Design coin_pulse_gen, sky130hd; sources not shown.
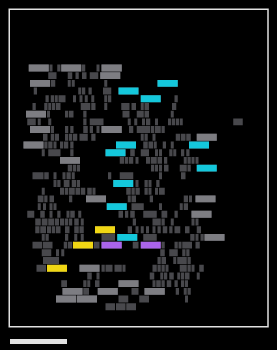
run_1/flops_by_reg.png
Scale bar: 20 um. Other sequential cells in the stronger grey, the rest of the logic in the fainter grey.
signal	colour	flops
`u_one.r_sync`	purple	2
`u_one.r_cnt`	cyan	10
`u_half.r_state`	yellow	3
combined flip-flop and latch cell area: 740.7 sq um
fraction of standard cell area that is sequential: 30.63%
Seq. pwr: 0.417 mW
Final Core Density: 29.19%

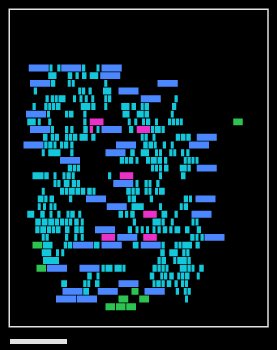
run_1/placement_by_type.png
Scale bar: 20 um.
class	colour	cells	share of their area
combinational and other logic	cyan	294	60%
sequential cells	blue	37	32%
clock drivers and dummy loads	magenta	7	3.8%
remaining buffers and delay cells	green	9	3.8%
cell area after layout: 0.002419 sq mm
core box area: 0.008287 sq mm
Cell Rows: 37

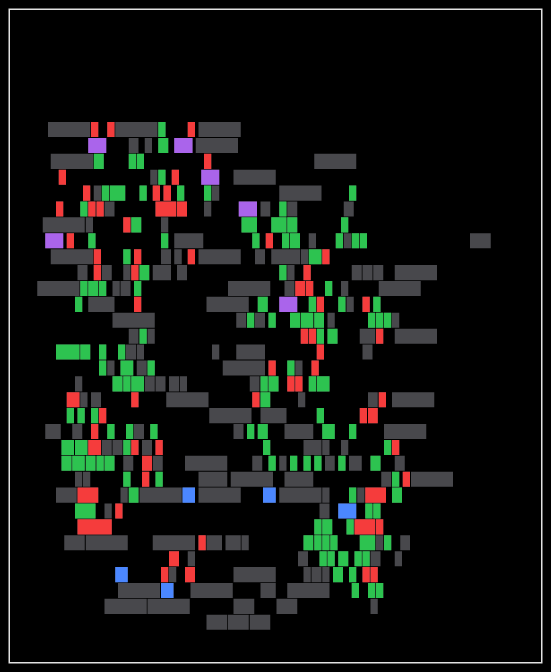
run_1/logic_types.png
family	colour	cells	most used
xor and xnor cells	purple	6	xor2_1
and/or cells	blue	5	or2_2
nand cells	green	123	nand2_1
nor cells	red	64	nor2_1
combinational share of cell area: 50.49%
most common logic cell in the routed design: nand2_1
number of cells in the finished layout apart from fillers: 444

==> summary.txt, run 1 <==
Results of the flow run.

The flow ran to the end, and the final reports show no timing, DRC or antenna violations. The worst setup path is captured at an output pin. The skew report gives the latency at the later pin of the worst-skew pair as 0.29 ns. The final timing report gives a worst setup slack of 1.844 ns. The clock tree synthesis step divided the H-tree into 2 levels.

Wire segments on met2 add up to 2667 um in the final route. The wire length on met3 stands at 140 um. At the worst endpoint, the required time is 3.04 ns. The fraction of power consumed by combinational cells stands at 35.8%. STA lists the maximum fanout along the critical path as 1. Counting instances, the worst hold path has a depth of 1. The overall chip area stands at 0.01014 sq mm. The OpenROAD report gives the critical path a data arrival time of 1.20 ns. The first global-routing pass estimated 8825 um of wire. The signal on the critical path passes through clkdlybuf4s50_1. The max-capacitance violation count stands at 0. The number of vias per cell stands at 4.714. The post-cts resize count stands at 0.

The floorplan die width stands at 90.87 um. The number of global-route vias before repair was 1937. The cell internal power dissipation stands at 0.6246 mW. The share of total power in the clock network stands at 24.0%. Per the synthesis report, the dominant area consumer among library cells is dfxtp_1. The number of clock sinks seen by CTS stands at 37.

The post-route netlist has 10.37% of its cells at a drive strength greater than 1. Buffers inserted during clock tree synthesis total 5. The power spent charging and discharging nets stands at 0.4140 mW. The worst register-to-register path depth is 8. TritonCTS built the clock tree. Summed over all layers, the global routing overflow is 0. On the worst path, the slowest cell contributes a delay of 0.60 ns. Counting instances in the post-synthesis netlist gives the leading cell types as nand2_1, nor2_1, dfxtp_1.

The pin closest to its max-slew limit shows a slew of 0.4062 ns. The total track usage stands at 10.57%. The pin count of the biggest net entering global routing stands at 19. Signal nets in the final route climb as high as met4. The iteration count of the initial detailed-routing pass stands at 4. The post-placement cell area is 0.002332 sq mm.
==> run 1: kinds of logic after synthesis <==
family | count (synthesis) | share of synthesized area (%)
compound gates | 51 | 12.77
xor+xnor | 6 | 2.449
fa+ha+maj | 2 | 1.166
buf+inv | 47 | 8.571
flops | 37 | 34.52
simple gates | 192 | 40.52
==> run 1: per-stage QoR <==
| step | std cells | utilization [%] | power [mW] |
|---|---|---|---|
| finish | 444 | 29.19 | 1.039 |
| global route | 444 | 29.19 | 1.124 |
| CTS | 444 | 29.19 | 1.051 |
| detailed placement | 437 | 28.14 | 0.7966 |
| global placement | 437 | 28.14 | 0.8037 |
| floorplan | 335 | - | 0.7101 |
==> run 1: power by group through the flow <==
stage               logic [mW]  clock network, mW  registers [mW]
floorplan                0.295                  0           0.415
global placement         0.379                  0           0.425
detailed placement       0.373                  0           0.423
CTS                      0.375              0.260           0.416
global route             0.431              0.269           0.424
finish                   0.372              0.249           0.417
==> run 1: metal layers <==
| layer | global-route usage, % | vias to the layer above |
|---|---|---|
| met1 | 12.24 | 947 |
| met5 | 0 | - |
| met2 | 18.85 | 30 |
| met3 | 2.095 | 9 |
| met4 | 4.427 | 0 |
| li1 | - | 1107 |
==> run 1: area by class of cell <==
cell class,count,area [sq um]
flip-flops and latches,37,740.7
fillers,921,5868
multi-input cells,251,1221
inverters,43,161.4
clock buffers,7,86.33
well taps,97,121.4
repair buffers,9,87.58
==> run 1 -> run 2 <==
==> constraint.sdc (replaced) <==
create_clock -name clk -period 2.5 [get_ports clk]
set_input_delay 0.75 -clock clk [delete_from_list [all_inputs] [get_ports clk]]
set_output_delay 0.75 -clock clk [all_outputs]
set_load 0.02 [all_outputs]
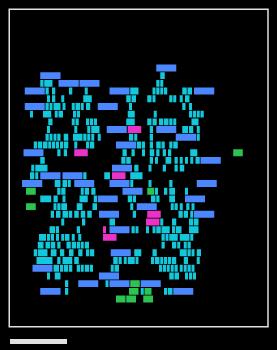
run_2/placement_by_type.png
Scale bar: 20 um.
class	colour	cells	share of their area
combinational and other logic	cyan	294	60%
clock drivers and dummy loads	magenta	7	3.7%
sequential cells	blue	37	32%
remaining buffers and delay cells	green	10	4.1%
Final Core Density: 29.28%
cell area after layout: 0.002426 sq mm
fraction of standard cell area that is sequential: 30.53%

==> run 2 against run 1 <==
  * Clock skew grew 0.0025 ns
  * Sequential power grew 74%
  * Critical path depth is the same
  * Critical endpoint unchanged
  * Synthesized area is the same
  * Combinational power grew 76%
  * Via count grew 1.5%
  * Synthesized cell count is the same
  * Worst setup slack lost 1.3 ns
  * Cell count grew 0.23%
  * Sequential share of layout area shrank 0.095 points
==> summary.txt, run 2 <==
Results of the flow run.

The part of the Yosys area used for sequential elements stands at 34.52% (unchanged). The max-capacitance violation count came to 0 (unchanged). The post-CTS setup buffer count is 0 (unchanged). The number of antenna violations at the first check in global routing came to 0 (unchanged). The share of cells above drive strength 1 stands at 10.63% (was 10.37%). The critical-path cell with the highest stage delay is clkdlybuf4s50_1 (unchanged). The worst-skew pair later-pin latency came to 0.29 ns (about the same). The clock transition time at the flip-flop clock pins of the worst setup and hold paths stands at 0.07 ns (about the same). The instance count along the most critical hold path stands at 1 (unchanged). The data arrival time of the critical path came to 1.21 ns (was 1.20 ns). The filler cell count was 922 (was 921). The number of vias in the routed layout stands at 2124 (was 2093). The gate family responsible for the most delay along the worst path was buffers and inverters (unchanged). The number of placement rows is 37 (unchanged). The pre-placement core utilization stands at 25.89% (unchanged). The post-cts resize count stands at 0 (unchanged).

The final hold violation count stands at 0 (unchanged). The largest driver fanout on the critical path came to 1 (unchanged). The final tally of max-slew violations came to 0 (unchanged).

The path type of the worst min-delay path is flop to flop (unchanged). Most numerous cell types in the synthesized netlist: nand2_1, nor2_1, dfxtp_1 (unchanged). Result of the run: completed (unchanged). The overall chip area came to 0.01014 sq mm (unchanged). The count of buffer and inverter cells on the critical path stands at 1 (unchanged). The number of logged tool warnings is 26 (unchanged). The iteration count of the initial detailed-routing pass is 5 (was 4). The floorplan die width stands at 90.87 um (unchanged). The antenna diode count is 0 (unchanged). The TritonCTS clock tree is done (unchanged).

Cell-by-cell listing of the critical path: clkdlybuf4s50_1 (unchanged). The final global-route overflow total stands at 0 (unchanged). The slew at the pin closest to its max-slew limit stands at 0.4631 ns (was 0.4062 ns).

The worst reg-to-reg path cell count was 8 (unchanged). The element type at the critical path start is a flop (unchanged). The slack of the worst reg-to-reg path stands at 0.71 ns (was 2.54 ns).

Top library cells by usage in the layout, fill and taps aside: nand2_1, nor2_1, dfxtp_1 (unchanged). The biggest cell delay along the critical path is 0.60 ns (about the same). The total half-perimeter wirelength after legalization and detailed placement was 3972 um (was 3924 um).

The quantity of hold-fixing buffers added after cts came to 0 (unchanged). The data required time of the worst path was 1.75 ns (was 3.04 ns). The number of vias per cell stands at 4.773 (was 4.714). The post-route clock period utilization stands at 78.35%. The clock period could shrink to 1.959 ns.

The number of cells produced by synthesis stands at 335 (unchanged). The number of DRC violations after detailed routing was 0 (unchanged). The total core area is 0.008287 sq mm (unchanged). The most frequent standard cell in the layout excluding fill and tap cells was nand2_1 (unchanged). The H-tree depth was 2 (unchanged). The number of global-route vias before repair is 2018 (was 1937).

The kind of capture point of the worst setup path is an output pin (unchanged). Setup repair after global routing missed its margin: false (unchanged). The Yosys chip area stands at 0.002146 sq mm (unchanged).

The number of nets at floorplan is 342 (unchanged). The total track usage stands at 10.81% (was 10.57%). The count of buffers from port buffering was 8 (unchanged).

The maximum root-to-sink buffer count stands at 2 (unchanged). The clock buffer count from CTS came to 5 (unchanged). The dominant cell by count in the synthesized netlist was nand2_1 (unchanged).

The post-detailed-route count of antenna-violating nets stands at 0 (unchanged). The worst vdd rail ir drop was 0.0003572 V (was 0.0001804 V). The kind of critical path was flop to output pin (unchanged).

The first-pass GRT wire length stands at 9142 um (was 8825 um). The cell taking the most area after synthesis was dfxtp_1 (unchanged). The yosys stat cell total came to 335 (unchanged).

The tightest hold margin came to 0.4063 ns (was 0.4155 ns). The average instance area after synthesis stands at 6.405 sq um (unchanged). The floorplan die height is 111.6 um (unchanged). The weighted congestion at the end of routability-driven global placement was 0.8393 (was 0.8414). The total number of cells along the worst setup path stands at 1 (unchanged). The pin count of the biggest net entering global routing is 18 (was 19). The number of clock sinks seen by CTS stands at 37 (unchanged).
## run 2: final cells by class
type	instances	area [sq um]	share of cell area (%)
multi-input cells	251	1221	50.34
well taps	97	121.4	5.003
flip-flops and latches	37	740.7	30.53
clock buffers	7	86.33	3.559
inverters	43	161.4	6.653
repair buffers	10	95.09	3.920
## run 2: report_power, final
| part | internal [mW] | switching, mW |
|---|---|---|
| registers | 0.646 | 0.0781 |
| clock network | 0.219 | 0.206 |
| logic | 0.223 | 0.430 |
| total | 1.09 | 0.714 |
## run 2: logic make-up (layout without fill, tap and decap cells)
logic type               Yosys count  in the layout  synth area share (%)
AND-OR/OR-AND                     51             51                 12.77
XOR/XNOR                           6              6                 2.449
adder cells (fa/ha/maj)            2              2                 1.166
buffers and inverters             47             60                 8.571
flip-flops                        37             37                 34.52
AND/OR/NAND/NOR                  192            192                 40.52
## run 2: through the flow
stage	std cells	setup slack, ns	cell area (sq um)	power, mW
after CTS	445	0.5122	2426	1.831
after global placement	438	0.6792	2340	1.393
final	445	0.5413	2426	1.802
after detailed placement	438	0.6548	2340	1.388
after floorplan	335	0.9725	2146	1.236
after global routing	445	0.4916	2426	1.957
## run 2: per-layer routing
layer	vias up	track usage, %	routed length [um]
li1	1104	-	-
met3	11	2.027	156
met4	0	4.427	110
met1	972	12.27	2314
met2	37	19.74	2676
met5	-	0	0
Power is estimated from default activity; no workload was simulated.
